==> config.mk <==
export PLATFORM = sky130hd
export DESIGN_NAME = counter_updown_mod
export DESIGN_NICKNAME = d
export VERILOG_FILES = /design/src/rtl/counter_updown_mod.sv
export SDC_FILE = /design/constraint.sdc
export NUM_CORES = 1
export LEC_CHECK = 0
export CAP_MARGIN = 10
export CORE_AREA = 2 2 51 53
export CTS_CLUSTER_SIZE = 8
export DETAILED_ROUTE_END_ITERATION = 10
export DIE_AREA = 0 0 53 55
export PLACE_DENSITY = 0.78
export SLEW_MARGIN = 20
export SYNTH_ARGS = -nofsm -noshare
export SYNTH_HDL_FRONTEND = slang
export SYNTH_SLANG_ARGS = --single-unit
export TNS_END_PERCENT = 30
==> constraint.sdc <==
create_clock -name clk -period 2.6 [get_ports clk]
set_input_delay 0.39 -clock clk [delete_from_list [all_inputs] [get_ports clk]]
set_output_delay 0.39 -clock clk [all_outputs]
set_load 0.005 [all_outputs]
run_1/met1.png
Scale bar: 20 µm. Supply wires on this layer in grey.
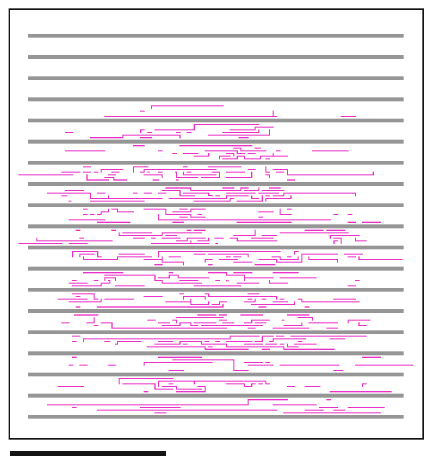
- wire length on this layer: 1120 µm
- nets with wire on the layer: 142
Routed WL: 2780 µm
M1 GR Usage: 27.2%
Vias: 1069

run_1/pdn.png
Pins as bars on the die edge.
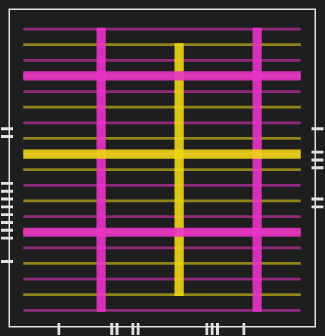
- yellow: VDD
- magenta: VSS
- rows: 18
- met5 straps: 3
- met4 straps: 3
- signal pins: 26
- met1 rails: 19
DIE HEIGHT: 55 µm
peak supply drop: 230 µV

run_1/gate_families.png
Scale bar: 20 µm.
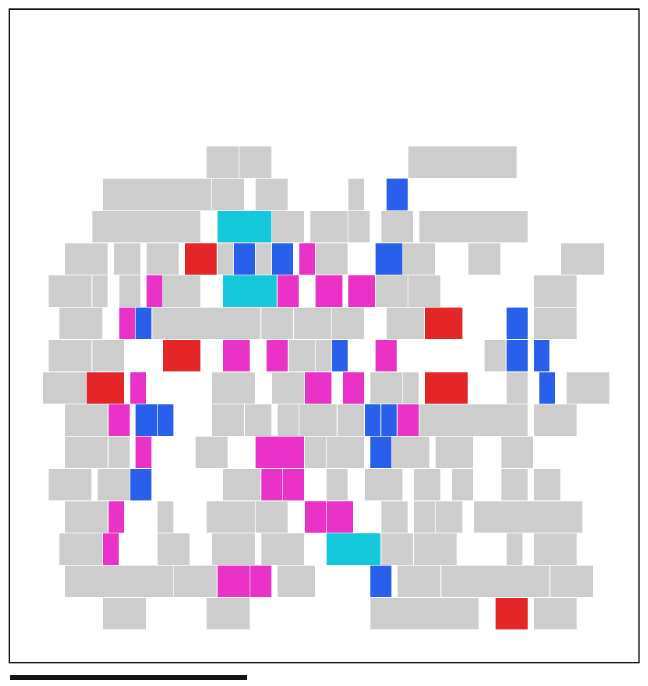
- magenta: NOR gates (cells 24)
- blue: NAND gates (cells 17)
- cyan: adder and majority cells (cells 3)
- red: AND-OR and OR-AND gates (cells 6)
Post-Layout Cell Count: 179
Comb/total area: 46.8%

run_1/met3.png
Scale bar: 20 µm.
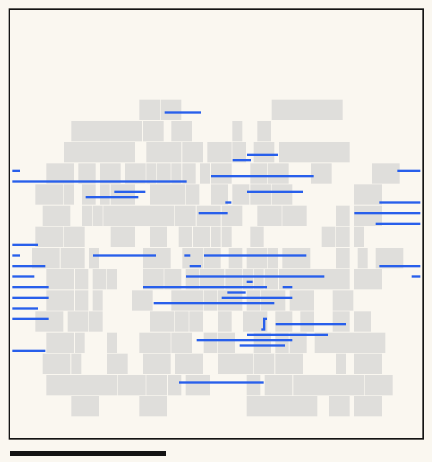
- wire length on this layer: 255 µm
- main direction: horizontal
met3 Use GR: 4.30%

==> metrics.csv <==
stage,metric,value,unit
cells_and_area,layout.nets,169,
clocking,htree_levels,1,
critical_path,crit_path_cell_trace,inv_1 -> ha_1 -> or3b_2 -> nor2_4 -> clkdlybuf4s50_1,
place,port_buffers,25,
synth,synthCells,120,
final_timing,maxSlewHeadroom,67.5,%
critical_path,cp.required,2.21,ns
clocking,cts_tree,done,
synth,synth-main-ff-cell,dfrtp_1,
global_routing,grt_overflow_total,0,
synth,yosysUniqueCellTypes,42,
min_path,hold_path_class,primary input to asynchronous set/reset pin,
run_status,status,completed,
place,dp_hpwl,2140,µm
critical_path,crit_fanout,4,
clocking,clock_latency,0.27,ns
floorplan,core,2360,µm²
floorplan,top_level_ports,26,
critical_path,cpMaxStageDelayCell,or3b_2,
clocking,cts.sinks,10,
final_timing,fin_ws,0.0920,ns
synth,synth_area,917,µm²
place,place_ws,0.332,ns
drt,drtPass1Iterations,4,
drt,drtAntennaViolNets,0,
pwr,p_leak,0.497,nW
critical_path,cp.depth,5,
synth,yosys.stat.chipArea,917,µm²
cells_and_area,syn2layout_area_growth,37.9,%
final_timing,hold_viol,0,
final_timing,setup_violations,0,
drt,avgRoutedWirePerCell,15.5,µm
global_routing,grt_first_pass_wirelength,4550,µm
final_timing,skew,0.00772,ns
pwr,power.density,393,nW/µm²
floorplan,fp-utilization,38.8,%
critical_path,slowest_delay,0.52,ns
synth,synth_nets,138,
place,dp.cells,176,
final_timing,finalCriticalPeriod,2.51,ns
clocking,clk_pin_slew,0.07,ns
pwr,finalPower,497,µW
final_timing,worstMarginPinSlew,0.475,ns
cells_and_area,diodes,0,
drt,route.detailed.drc,0,
global_routing,antenna_found_initial,0,
critical_path,endpoint_kind,primary output,
global_routing,grt_pass1_vias,999,
critical_path,r2r_slack,0.36,ns
synth,yosysCellCount,120,
final_timing,fin_setup_tns,0,ns
floorplan,die_area,2920,µm²
drt,vias_per_cell,5.97,
cells_and_area,drive_gt1_share,12.8,%
critical_path,cp-start-kind,flop,
drt,drt-initial-drc-count,49,
global_routing,grt_max_degree,13,
clocking,cts_root_buffer,clkbuf_4,
clocking,cts-buffers-inserted,3,
synth,edf_count,0,
critical_path,crit_type,flop to primary output,
final_timing,drv_slew,0,
cells_and_area,largest_reg_flops,8,
critical_path,r2r_cells,6,
clocking,clockBufferDepth,2,
critical_path,crit_family,simple AND/OR/NAND/NOR gates,
synth,yosys_warnings,0,
clocking,ctsHoldBuffers,0,
critical_path,critPathBufInv,2,
floorplan,rows,18,
## run 1: routing by layer
| layer | vias to the layer above | routed length, µm | global-route usage, % |
|---|---|---|---|
| met1 | 491 | 1120 | 27.2 |
| met4 | 0 | 56 | 8.12 |
| met3 | 9 | 254 | 4.30 |
| met5 | - | 0 | 0 |
| li1 | 507 | - | - |
| met2 | 62 | 1340 | 37.7 |
## run 1: cell usage after synthesis (all sizes together), types with 2 or more instances
cell type	number	area share (%)
xnor2	2	1.9
buf	4	3.1
o21ai	4	2.2
nand3	9	4.9
a31oi	3	2.0
dfrtp	10	27
nor3	10	5.5
o31ai	3	2.5
nand2	7	2.9
nor2	8	3.3
o211ai	5	4.1
a2111oi	2	2.0
clkbuf	6	2.6
nor4	3	2.0
inv	8	3.3
a32oi	2	1.9
ha	3	4.1
or3	2	1.4
a21oi	6	3.3
and2	2	1.4
xor2	3	2.9
nor2b	2	1.4
## run 1: through the flow
step	cell area [µm²]	util (%)	hold WS, ns
final	1260	53.5	0.450
after global routing	1260	53.5	0.477
after CTS	1260	53.2	0.465
after detailed placement	1230	52.2	0.485
after global placement	1230	52.2	0.463
after floorplan	917	-	0.0944
## run 1: timing repair
| action | in CTS | in global routing |
|---|---|---|
| setup endpoints to repair | 0 | 1 |
| resized | 0 | 2 |
| endpoints found under the hold margin | 0 | 0 |
## run 1: cell usage in the layout, fill, tap and decap left out, drive strengths merged, types with 3 or more instances in the layout
master and n:
a21oi 6, ha 3, a31oi 3, nor3 10
o21ai 4, o211ai 5, nor4 3, buf 11
nand3 9, o31ai 3, nor2 8, inv 8
clkdlybuf4s50 25, xor2 3, dfrtp 10, nand2 7
clkbuf 3
## run 1: cells by family after synthesis
group	synth area share (%)
buffers and inverters	9.00
adder cells (fa/ha/maj)	4.09
XOR/XNOR	4.78
flip-flops	27.3
AND-OR/OR-AND	27.8
AND/OR/NAND/NOR	27.0
## run 1: layout make-up
type                            instances  area [µm²]
Fill cell                             232        1100
Inverter                                8        30.0
Clock buffer                            3        22.5
Timing Repair Buffer                   36         333
Tap cell                               30        37.5
Sequential cell                        10         250
Multi-Input combinational cell         92         592
## run 1: report_power, final
group / internal [mW] / switching [mW] / total, mW
combinational: 0.104 / 0.108 / 0.211
clock: 0.0536 / 0.0572 / 0.111
sequential: 0.166 / 0.00858 / 0.175
total: 0.323 / 0.174 / 0.497
Power is estimated from default activity; no workload was simulated.
